$ cat src/rtl/led_blink_pkg.sv
// -----------------------------------------------------------------------------
// led_blink_pkg
//   Shared types and constants for the multi-channel LED pattern generator.
//   - mode_t       : per-channel run-time mode (OFF / ON / BLINK / ONESHOT)
//   - MODE_W       : width of the cfg_mode field
//   - DUTY_W       : width of the brightness (duty) field
//   - div_ok()     : elaboration-time sanity check of the prescaler ratio
//   No ports (package).
// -----------------------------------------------------------------------------
package led_blink_pkg;

    localparam int MODE_W = 2;
    localparam int DUTY_W = 4;

    typedef enum logic [MODE_W-1:0] {
        MODE_OFF     = 2'b00,
        MODE_ON      = 2'b01,
        MODE_BLINK   = 2'b10,
        MODE_ONESHOT = 2'b11
    } mode_t;

    // The prescaler needs at least two sys_clk cycles per tick so that the
    // tick is a genuine one-cycle pulse rather than a constant high.
    function automatic bit div_ok(input int clk_hz, input int tick_hz);
        if (tick_hz <= 0) begin
            return 1'b0;
        end
        return (clk_hz / tick_hz) >= 2;
    endfunction

endpackage

$ cat src/rtl/led_blink_ctrl_tick_gen.sv
// -----------------------------------------------------------------------------
// tick_gen
//   Shared prescaler. Down-counts DIV-1..0 (DIV = CLK_HZ / TICK_HZ); when the
//   count reaches 0 it reloads DIV-1 and raises tick_out for exactly one cycle
//   on the following cycle. First tick appears DIV cycles after reset release,
//   then every DIV cycles.
// Ports
//   sys_clk   in   1   system clock
//   sys_rst   in   1   synchronous reset, active-high
//   tick_out  out  1   registered one-cycle tick
// -----------------------------------------------------------------------------
module tick_gen
    import led_blink_pkg::*;
#(
    parameter int CLK_HZ  = 50_000_000,
    parameter int TICK_HZ = 1_000
) (
    input  logic sys_clk,
    input  logic sys_rst,
    output logic tick_out
);

    localparam int DIV   = (TICK_HZ > 0) ? (CLK_HZ / TICK_HZ) : 2;
    localparam int CNT_W = (DIV >= 2) ? $clog2(DIV) : 1;
    localparam logic [CNT_W-1:0] RELOAD = CNT_W'(DIV - 1);

    if (!div_ok(CLK_HZ, TICK_HZ)) begin : g_div_check
        $error("tick_gen: CLK_HZ/TICK_HZ must be an integer >= 2");
    end

    logic [CNT_W-1:0] cnt;

    always_ff @(posedge sys_clk) begin
        if (sys_rst) begin
            cnt      <= RELOAD;
            tick_out <= 1'b0;
        end else if (cnt == '0) begin
            cnt      <= RELOAD;
            tick_out <= 1'b1;
        end else begin
            cnt      <= cnt - 1'b1;
            tick_out <= 1'b0;
        end
    end

endmodule

$ cat src/rtl/led_blink_ctrl.sv
// -----------------------------------------------------------------------------
// led_blink_ctrl
//   Multi-channel LED pattern generator. A shared prescaler (tick_gen) makes a
//   one-cycle tick at TICK_HZ; each of CH_NUM channels runs a tick-based
//   down-counter in its run-time mode (OFF / ON / BLINK / ONESHOT).
// Ports
//   sys_clk     in   1        system clock
//   sys_rst     in   1        synchronous reset, active-high
//   cfg_we      in   1        config write strobe
//   cfg_ch      in   CH_W     target channel; values >= CH_NUM are ignored
//   cfg_mode    in   2        00 OFF, 01 ON, 10 BLINK, 11 ONESHOT
//   cfg_period  in   PER_W    period in ticks (0 is treated as 1)
//   cfg_duty    in   4        brightness level (only with LED_BLINK_PWM_EN)
//   tick_out    out  1        prescaler tick
//   led_out     out  CH_NUM   LED drive, bit i = channel i
// Build option
//   LED_BLINK_PWM_EN : when defined, a free-running 4-bit phase counter dims
//                      each output by its channel duty (0 dark, 15 full).
//                      When undefined, cfg_duty is latched but has no effect.
// Debug
//   Each channel's full state is held in the struct g_ch[i].st_q.
// -----------------------------------------------------------------------------
module led_blink_ctrl
    import led_blink_pkg::*;
#(
    parameter int CLK_HZ  = 50_000_000,
    parameter int TICK_HZ = 1_000,
    parameter int CH_NUM  = 4,
    parameter int PER_W   = 16,
    localparam int CH_W   = (CH_NUM > 1) ? $clog2(CH_NUM) : 1
) (
    input  logic              sys_clk,
    input  logic              sys_rst,
    input  logic              cfg_we,
    input  logic [CH_W-1:0]   cfg_ch,
    input  logic [MODE_W-1:0] cfg_mode,
    input  logic [PER_W-1:0]  cfg_period,
    input  logic [DUTY_W-1:0] cfg_duty,
    output logic              tick_out,
    output logic [CH_NUM-1:0] led_out
);

    if (CH_NUM < 1 || CH_NUM > 16) begin : g_ch_num_check
        $error("led_blink_ctrl: CH_NUM must be in 1..16");
    end

    if (PER_W < 1) begin : g_per_w_check
        $error("led_blink_ctrl: PER_W must be >= 1");
    end

    typedef struct packed {
        mode_t             mode;
        logic [PER_W-1:0]  per;
        logic [PER_W-1:0]  cnt;
        logic [DUTY_W-1:0] duty;
        logic              led;
    } ch_state_t;

    // ------------------------------------------------------------------
    // Shared prescaler
    // ------------------------------------------------------------------
    tick_gen #(
        .CLK_HZ  (CLK_HZ),
        .TICK_HZ (TICK_HZ)
    ) u_tick_gen (
        .sys_clk  (sys_clk),
        .sys_rst  (sys_rst),
        .tick_out (tick_out)
    );

    // A zero period would make the reload value underflow, so it is
    // promoted to 1 before anything else sees it.
    logic [PER_W-1:0] per_eff;
    assign per_eff = (cfg_period == '0) ? PER_W'(1) : cfg_period;

`ifdef LED_BLINK_PWM_EN
    logic [DUTY_W-1:0] phase;

    always_ff @(posedge sys_clk) begin
        if (sys_rst) begin
            phase <= '0;
        end else begin
            phase <= phase + 1'b1;
        end
    end
`endif

    // ------------------------------------------------------------------
    // Channels
    // cfg_we is a one-cycle strobe with no ready/backpressure: any cycle
    // with cfg_we=1 is a transfer, accepted unconditionally on the next
    // edge. A write on the same edge as a tick takes priority for that
    // channel only.
    // ------------------------------------------------------------------
    for (genvar i = 0; i < CH_NUM; i++) begin : g_ch
        ch_state_t st_q;
        ch_state_t st_d;
        logic      wr_hit;
        logic      led_drv;

        assign wr_hit = cfg_we && (cfg_ch == CH_W'(i));

        // State register
        always_ff @(posedge sys_clk) begin
            if (sys_rst) begin
                st_q <= '0;
            end else begin
                st_q <= st_d;
            end
        end

        // Next-state logic
        always_comb begin
            st_d = st_q;
            if (wr_hit) begin
                st_d.mode = mode_t'(cfg_mode);
                st_d.per  = per_eff;
                st_d.cnt  = per_eff - 1'b1;
                st_d.duty = cfg_duty;
                st_d.led  = (mode_t'(cfg_mode) != MODE_OFF);
            end else if (tick_out) begin
                case (st_q.mode)
                    MODE_BLINK: begin
                        if (st_q.cnt == '0) begin
                            st_d.cnt = st_q.per - 1'b1;
                            st_d.led = ~st_q.led;
                        end else begin
                            st_d.cnt = st_q.cnt - 1'b1;
                        end
                    end
                    MODE_ONESHOT: begin
                        // Expiry drops the LED and parks the channel in OFF.
                        if (st_q.cnt == '0) begin
                            st_d.led  = 1'b0;
                            st_d.mode = MODE_OFF;
                        end else begin
                            st_d.cnt = st_q.cnt - 1'b1;
                        end
                    end
                    default: begin
                        // OFF and ON are static between writes.
                    end
                endcase
            end
        end

        // Output logic
        always_comb begin
`ifdef LED_BLINK_PWM_EN
            led_drv = st_q.led & ((st_q.duty == 4'hF) | (phase < st_q.duty));
`else
            led_drv = st_q.led;
`endif
        end

        assign led_out[i] = led_drv;
    end

endmodule

$ cat config.mk
export PLATFORM = sky130hd
export DESIGN_NAME = led_blink_ctrl
export DESIGN_NICKNAME = d
export VERILOG_FILES = /design/src/rtl/led_blink_pkg.sv /design/src/rtl/led_blink_ctrl_tick_gen.sv /design/src/rtl/led_blink_ctrl.sv
export SDC_FILE = /design/constraint.sdc
export NUM_CORES = 1
export LEC_CHECK = 0
export CORE_MARGIN = 2
export CORE_UTILIZATION = 40
export CTS_BUF_LIST = sky130_fd_sc_hd__clkbuf_4 sky130_fd_sc_hd__clkbuf_8
export CTS_CLUSTER_DIAMETER = 60
export DETAILED_ROUTE_END_ITERATION = 10
export PLACE_DENSITY = 0.66
export SLEW_MARGIN = 0
export SYNTH_ARGS = -nofsm -noshare
export SYNTH_HDL_FRONTEND = slang
export SYNTH_SLANG_ARGS = --single-unit
$ cat constraint.sdc
create_clock -name sys_clk -period 5.6 [get_ports sys_clk]
set_clock_uncertainty 0.1 [all_clocks]
set_input_delay 1.12 -clock sys_clk [delete_from_list [all_inputs] [get_ports sys_clk]]
set_output_delay 1.12 -clock sys_clk [all_outputs]
set_load 0.01 [all_outputs]
M1 wires:
Supply wires on this layer in grey.
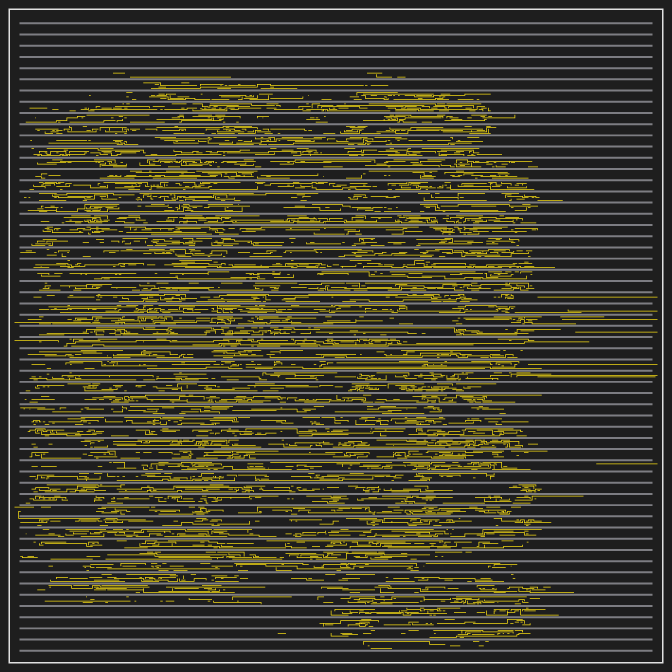
nets with wire on the layer = 1189
longest straight run = 44.2 µm
wire length on this layer = 12600 µm
main direction = horizontal
via count: 9098
Post-Route WL: 27.34 mm
met1 Use GR: 30.53%

Wire density map:
The die is cut into 32 by 32 equal tiles; black is low, pale yellow is high, scaled to the fullest tile. Values are wire area over tile area, all layers added.
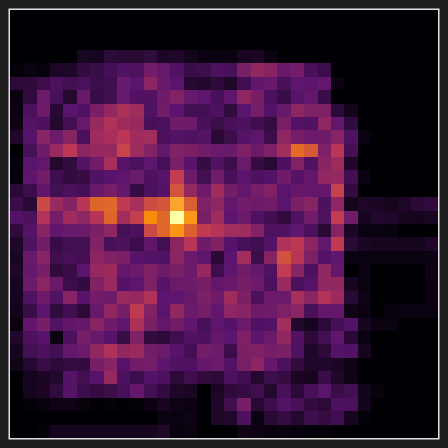
fullest tile = 1.0
densest ninth of the die = centre
nearly empty tiles = 27%
mean over tiles = 0.18
DR WL/cell: 17.42 µm
Total GRT Usage: 22.14%

Placed standard cells:
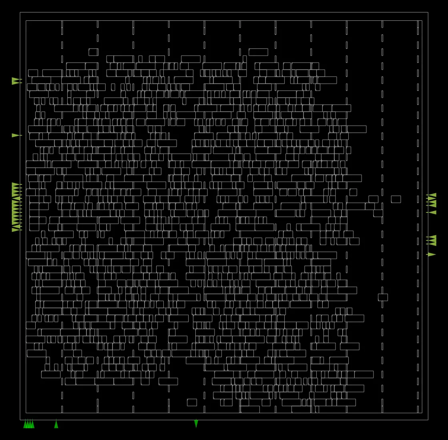
flip-flops: 157
Placeable Area: 0.02340 mm²

## report_power, final
part / switching (mW) / internal (mW) / leakage, nW
clock: 0.499 / 0.336 / 0.181
combinational: 0.397 / 0.246 / 2.18
sequential: 0.0503 / 1.16 / 1.28
## worst max-delay path, delay by kind of cell
kind / cells / cell delay [ns]
buffers and inverters: 1 / 0.74
xor gates and xnor gates: 1 / 0.57
and+or+nand+nor: 4 / 1.12
adders and majority gates: 1 / 0.27
AOI/OAI and AO/OA: 2 / 0.33
## layout make-up
type | instances | share of cell area, %
Clock buffer | 18 | 2.411
Clock inverter | 14 | 1.205
Inverter | 25 | 0.9131
Multi-Input combinational cell | 991 | 56.96
Sequential cell | 157 | 30.58
Tap cell | 319 | 3.884
Timing Repair Buffer | 45 | 4.042
==> run summary <==
impl run done, here's what came out: r2r setup slk 2.64 ns, # rows 56, Cell area leaders dfxtp_1, nand2_1, a21oi_1, Post-DP HPWL 18.31 mm, Post-Synth AOI/OAI Area 21.62%, post-route met1 wirelength 12.65 mm, count of antenna-violating nets left after detailed routing 0, busiest grt layer met2, fin crit period 3.956 ns, Crit path required time 5.81 ns, GP Congestion 0.9473, maximum clock rate 252.8 MHz, GRT met2 Usage 35.22%, Adder-Cell Fraction of Synth Area 1.840%, Synth mux share 0.7623%, OpenROAD warnings 34, Synth area leader dfxtp_1, Critical Path Sink g_ch[0].st_q[15], most common cell in the netlist nand2_1, die span in y 158.3 µm, Design Power 2.687 mW, fin cells 1569, Hold Slack 0.3171 ns, WL met2 12.38 mm, vias per std cell 5.799, final hold violation count 0, clk sinks 157, chip area 0.02505 mm², Top Metal Used met4, endpoint class of the critical path register, post-route cell area 0.01028 mm², setup violators final 0, hold endpoint u_tick_gen.cnt[0], clk buf depth 2, critical path fanouts, max 8, worst r2r dst g_ch[2].st_q[18], CTS resizes 0, WP data arrival 4.17 ns, top cells by count nand2_1, dfxtp_1, a21oi_1, nor2_1, clkbuf_1, PortBufs 27, number of fill cells in the layout 2464, Synth cell types 80, peak supply drop 0.1460 mV, Mapped Cells 1270, Layout Nets 1278, dominant kind of combinational cell simple AND/OR/NAND/NOR gates, htree depth 4, outcome complete, no violations, Largest stage delay, worst path 0.74 ns
Power and IR drop assume default switching activity.
